Fig. 1: metal 1
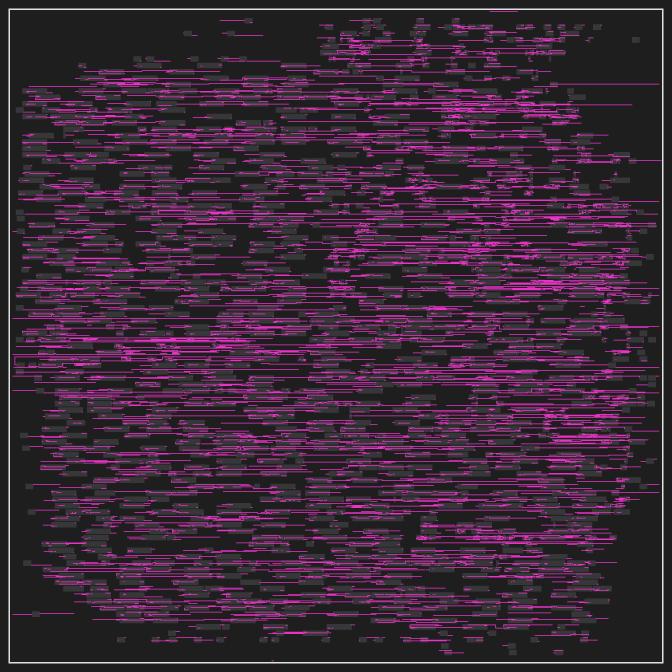
Fig. 2: signal wires on met2
Scale bar: 100 µm.
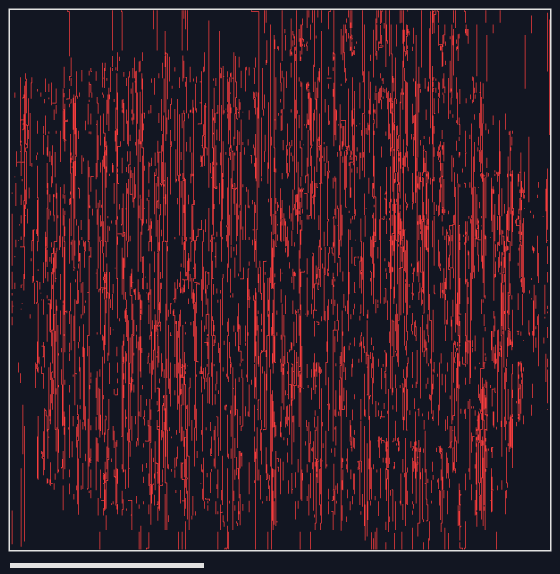
Fig. 3: signal wires on met3
Scale bar: 100 µm.
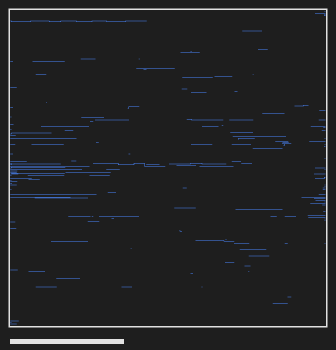
--- src/rtl/gfx_pkg.sv ---
// Shared types for the line-draw command path: FSM states, the queued
// command layout and the colour-cache hit test used by the sequencer.
package gfx_pkg;

    localparam int LINE_CMD_W = 72;

    typedef enum logic [3:0] {
        ST_IDLE,
        ST_LD_COLOR,
        ST_LD_X0,
        ST_LD_Y0,
        ST_LD_X1,
        ST_LD_Y1,
        ST_TRIG,
        ST_HOLD,
        ST_WAIT
    } lcs_state_t;

    typedef struct packed {
        logic [31:0] color;
        logic [9:0]  x0;
        logic [9:0]  y0;
        logic [9:0]  x1;
        logic [9:0]  y1;
    } line_cmd_t;

    // True when the engine already holds this colour, so its load can be skipped.
    function automatic logic color_hit(input logic        cache_vld,
                                       input logic [31:0] cache_color,
                                       input logic [31:0] color);
        return cache_vld && (cache_color == color);
    endfunction

endpackage

--- src/rtl/line_cmd_fifo.sv ---
// Show-ahead synchronous FIFO for queued line commands. Pointers carry an
// extra wrap bit so full and empty are told apart without a separate flag.
module line_cmd_fifo #(
    parameter int DEPTH = 8,
    parameter int WIDTH = 72
) (
    input  logic                     clk,
    input  logic                     rst,
    input  logic                     push,
    input  logic                     pop,
    input  logic [WIDTH-1:0]         wr_data,
    output logic [WIDTH-1:0]         rd_data,
    output logic [$clog2(DEPTH):0]   count,
    output logic                     full,
    output logic                     empty
);

    localparam int AW = $clog2(DEPTH);

    logic [WIDTH-1:0] mem [DEPTH];
    logic [AW:0]      wr_ptr;
    logic [AW:0]      rd_ptr;
    logic             do_push;
    logic             do_pop;

    assign do_push = push && !full;
    assign do_pop  = pop && !empty;
    assign count   = wr_ptr - rd_ptr;
    assign empty   = (wr_ptr == rd_ptr);
    assign full    = (wr_ptr[AW] != rd_ptr[AW]) && (wr_ptr[AW-1:0] == rd_ptr[AW-1:0]);
    assign rd_data = mem[rd_ptr[AW-1:0]];

    // Storage array: written on accepted pushes only, never reset.
    always_ff @(posedge clk) begin
        if (do_push) begin
            mem[wr_ptr[AW-1:0]] <= wr_data;
        end
    end

    // Read/write pointers advance on accepted operations; reset empties the queue.
    always_ff @(posedge clk) begin
        if (rst) begin
            wr_ptr <= '0;
            rd_ptr <= '0;
        end else begin
            if (do_push) wr_ptr <= wr_ptr + 1'b1;
            if (do_pop)  rd_ptr <= rd_ptr + 1'b1;
        end
    end

endmodule

--- src/rtl/line_cmd_sequencer.sv ---
// Queues complete line-draw commands and replays each one to the line
// engine as colour/x0/y0/x1/y1 strobes followed by a trigger, skipping the
// colour load when the engine already holds that colour.
module line_cmd_sequencer
    import gfx_pkg::*;
#(
    parameter int DEPTH = 8
) (
    input  logic                     clk,
    input  logic                     rst,
    input  logic                     cmd_valid,
    output logic                     cmd_ready,
    input  logic [31:0]              cmd_color,
    input  logic [9:0]               cmd_x0,
    input  logic [9:0]               cmd_y0,
    input  logic [9:0]               cmd_x1,
    input  logic [9:0]               cmd_y1,
    input  logic                     LE_ready,
    output logic [31:0]              LE_color,
    output logic [9:0]               LE_point,
    output logic                     LE_color_valid,
    output logic                     LE_x0_valid,
    output logic                     LE_y0_valid,
    output logic                     LE_x1_valid,
    output logic                     LE_y1_valid,
    output logic                     LE_trigger,
    output logic [$clog2(DEPTH):0]   pending,
    output logic                     busy,
    output logic [15:0]              lines_done
);

    lcs_state_t  state;
    lcs_state_t  state_nxt;
    line_cmd_t   cmd_in;
    line_cmd_t   head;
    logic        fifo_full;
    logic        fifo_empty;
    logic        push;
    logic        pop;
    logic [9:0]  cur_x0;
    logic [9:0]  cur_y0;
    logic [9:0]  cur_x1;
    logic [9:0]  cur_y1;
    logic [31:0] cache_color;
    logic        cache_vld;
    logic [15:0] lines_done_q;

    assign cmd_in     = '{color: cmd_color, x0: cmd_x0, y0: cmd_y0, x1: cmd_x1, y1: cmd_y1};
    assign cmd_ready  = !fifo_full;
    assign push       = cmd_valid && cmd_ready;
    assign busy       = !fifo_empty || (state != ST_IDLE);
    assign lines_done = lines_done_q;
    assign LE_color   = cache_color;

    line_cmd_fifo #(
        .DEPTH (DEPTH),
        .WIDTH (LINE_CMD_W)
    ) u_fifo (
        .clk     (clk),
        .rst     (rst),
        .push    (push),
        .pop     (pop),
        .wr_data (cmd_in),
        .rd_data (head),
        .count   (pending),
        .full    (fifo_full),
        .empty   (fifo_empty)
    );

    // Next-state and pop decision; only IDLE and WAIT look at LE_ready.
    always_comb begin
        state_nxt = state;
        pop       = 1'b0;
        case (state)
            ST_IDLE: begin
                if (!fifo_empty && LE_ready) begin
                    pop       = 1'b1;
                    state_nxt = color_hit(cache_vld, cache_color, head.color) ? ST_LD_X0 : ST_LD_COLOR;
                end
            end
            ST_LD_COLOR: state_nxt = ST_LD_X0;
            ST_LD_X0:    state_nxt = ST_LD_Y0;
            ST_LD_Y0:    state_nxt = ST_LD_X1;
            ST_LD_X1:    state_nxt = ST_LD_Y1;
            ST_LD_Y1:    state_nxt = ST_TRIG;
            ST_TRIG:     state_nxt = ST_HOLD;
            ST_HOLD:     state_nxt = ST_WAIT;
            ST_WAIT:     if (LE_ready) state_nxt = ST_IDLE;
            default:     state_nxt = ST_IDLE;
        endcase
    end

    // State register.
    always_ff @(posedge clk) begin
        if (rst) state <= ST_IDLE;
        else     state <= state_nxt;
    end

    // Colour cache is loaded on the pop edge so LE_color already carries the
    // new colour during the LD_COLOR strobe cycle.
    always_ff @(posedge clk) begin
        if (rst) begin
            cache_vld   <= 1'b0;
            cache_color <= '0;
        end else if (pop && !color_hit(cache_vld, cache_color, head.color)) begin
            cache_vld   <= 1'b1;
            cache_color <= head.color;
        end
    end

    // Current-command endpoints captured at pop; data only, no reset needed.
    always_ff @(posedge clk) begin
        if (pop) begin
            cur_x0 <= head.x0;
            cur_y0 <= head.y0;
            cur_x1 <= head.x1;
            cur_y1 <= head.y1;
        end
    end

    // Completed-line counter, bumped when the engine reports idle after a trigger.
    always_ff @(posedge clk) begin
        if (rst)                            lines_done_q <= '0;
        else if (state == ST_WAIT && LE_ready) lines_done_q <= lines_done_q + 16'd1;
    end

    // Engine-side outputs decoded purely from state and the current command.
    always_comb begin
        LE_point       = '0;
        LE_color_valid = 1'b0;
        LE_x0_valid    = 1'b0;
        LE_y0_valid    = 1'b0;
        LE_x1_valid    = 1'b0;
        LE_y1_valid    = 1'b0;
        LE_trigger     = 1'b0;
        case (state)
            ST_LD_COLOR: LE_color_valid = 1'b1;
            ST_LD_X0:    begin LE_x0_valid = 1'b1; LE_point = cur_x0; end
            ST_LD_Y0:    begin LE_y0_valid = 1'b1; LE_point = cur_y0; end
            ST_LD_X1:    begin LE_x1_valid = 1'b1; LE_point = cur_x1; end
            ST_LD_Y1:    begin LE_y1_valid = 1'b1; LE_point = cur_y1; end
            ST_TRIG:     LE_trigger = 1'b1;
            default:     ;
        endcase
    end

endmodule

--- config.mk ---
export PLATFORM = sky130hd
export DESIGN_NAME = line_cmd_sequencer
export DESIGN_NICKNAME = d
export VERILOG_FILES = /design/src/rtl/gfx_pkg.sv /design/src/rtl/line_cmd_fifo.sv /design/src/rtl/line_cmd_sequencer.sv
export SDC_FILE = /design/constraint.sdc
export NUM_CORES = 1
export LEC_CHECK = 0
export CELL_PAD_IN_SITES_DETAIL_PLACEMENT = 0
export CELL_PAD_IN_SITES_GLOBAL_PLACEMENT = 2
export CORE_MARGIN = 2
export CORE_UTILIZATION = 35
export CTS_CLUSTER_DIAMETER = 150
export CTS_CLUSTER_SIZE = 24
export DETAILED_ROUTE_END_ITERATION = 8
export PLACE_DENSITY_LB_ADDON = 0.1
export SLEW_MARGIN = 40
export SYNTH_ARGS = -nofsm -noshare
export SYNTH_HDL_FRONTEND = slang
export SYNTH_SLANG_ARGS = --single-unit
--- constraint.sdc ---
create_clock -name clk -period 15.15 [get_ports clk]
set_input_delay 3.7875 -clock clk [delete_from_list [all_inputs] [get_ports clk]]
set_output_delay 3.7875 -clock clk [all_outputs]
set_load 0.02 [all_outputs]
==> impl_summary.log <==
[metrics] run summary
INFO  metric run_status = complete, no violations
INFO  metric final.min_clock_period = 6.76 ns
INFO  metric buffer_ports.inserted = 145
INFO  metric area_share_of_fa_ha_maj_cells_after_synthesis = 0.362%
INFO  metric max-cap-violations = 0
INFO  metric drcViolationCount = 0
INFO  metric signal_buffer_area_fraction = roughly 5.7%
INFO  metric most_instantiated_logic_cells_after_routing = 616 x sky130_fd_sc_hd__edfxtp_1, 144 x sky130_fd_sc_hd__clkdlybuf4s50_1, 117 x sky130_fd_sc_hd__mux4_2
INFO  metric grt_max_degree = 87
INFO  metric floorplan.die.height = around 280 µm
INFO  metric report.final.hold_viol_count = 0
INFO  metric placer_congestion = slightly above 0.7
INFO  metric max_freq = roughly 150 MHz
INFO  metric yosys_most_used_dff = sky130_fd_sc_hd__edfxtp_1
INFO  metric post-route-util = between 40% and 50%
INFO  metric drt-initial-drc-count = 865
INFO  metric worst_slew_margin_rel = 43.1%
INFO  metric detail_route.first_pass.iterations = 5
INFO  metric post_dp_cell_area = approximately 29000 µm²
INFO  metric synth.most_common_cell = sky130_fd_sc_hd__edfxtp_1
INFO  metric netlist_top_cells_area = sky130_fd_sc_hd__edfxtp_1 70%, sky130_fd_sc_hd__mux4_2 10%, sky130_fd_sc_hd__dfxtp_1 4.9%, sky130_fd_sc_hd__mux2_2 2.4%, sky130_fd_sc_hd__mux2i_1 2.1%
INFO  metric power.internal = between 2 and 3 mW
INFO  metric logic_area = 6180 µm²
INFO  metric synth.mux.area_fraction = approximately 15%
INFO  metric fill_cells = about 6700
INFO  metric netlist.area_leader.share = 70.4%
INFO  metric total_leakage_power = 9.02 nW
INFO  metric io-pin-count = 146
INFO  metric pwr.group.sequential = 2.21 mW
INFO  metric n_all_inverters = 8
INFO  metric final_critical_path_setup_slack = 8.39 ns
INFO  metric layout_top_cell = sky130_fd_sc_hd__edfxtp_1
INFO  metric clock_path_buffers = 3
INFO  metric worst_hold_path_type = reg -> reg
INFO  metric cp.arrival = roughly 3.0 ns
INFO  metric log.warning_count = 26
INFO  metric critical_path.startpoint_type = flop
INFO  metric logic_gate_count = 582
INFO  metric design_area = approximately 30000 µm²
INFO  metric wire_per_inst = 25.2 µm
INFO  metric num_tap_cells = 969
INFO  metric postSynthRegisterBits = between 600 and 700
INFO  metric synth_chip_area = 26300 µm²
INFO  metric grt_busiest_layer = met2
INFO  metric net-switching-power = 1.02 mW
INFO  metric antenna_violations_before_repair = 4
INFO  metric floorplan.die_area = 77300 µm²
INFO  metric tritoncts = done
INFO  metric cts.repair_timing.setup_buffer_count = 0
INFO  metric regToRegEndpoint = state[0]$_SDFFE_PP0P_
INFO  metric fp-row-count = about 100
INFO  metric layout.cells.largest_class = flip-flops and latches
INFO  metric worst_clock_skew = 0.0198 ns
INFO  metric buffers = about 170
INFO  metric die_width = 278 µm
INFO  metric rsz0062_at_grt = no
INFO  metric cpLargestDelayFamily = simple AND/OR/NAND/NOR gates
INFO  metric synth-simple-area-share = 3.31%
INFO  metric number_of_nets_produced_by_synthesis = approximately 1400
INFO  metric max-vdd-ir-drop = 0.0646 mV
INFO  metric dr_wl_met3 = around 2.3 mm
INFO  metric grt_first_pass_wirelength = 91.3 mm
INFO  metric post_cts_hold_buffer_count = 0
About Fig. 1:
The layer holds 45% of the routed length. The layer carries 27.8 mm of wire. The wires run mostly horizontal. 1476 nets have wire on it. The longest straight run is 122 µm.
sum of routed wire length over all layers: 62.2 mm
vias after detailed routing: 12607
met1 global-route usage: 22.0%

About Fig. 2:
The layer holds 50% of the routed length. The wires run mostly vertical. The layer carries 31.2 mm of wire.
met2 track demand over resource: 27.4%

About Fig. 3:
The layer holds 3.6% of the routed length. The longest straight run is 75.4 µm. 112 nets have wire on it. The wires run mostly horizontal. The layer carries 2260 µm of wire.
met3 Resource Use GR: 2.33%

Power figures rest on the tool's default switching activity, not on a simulated workload.
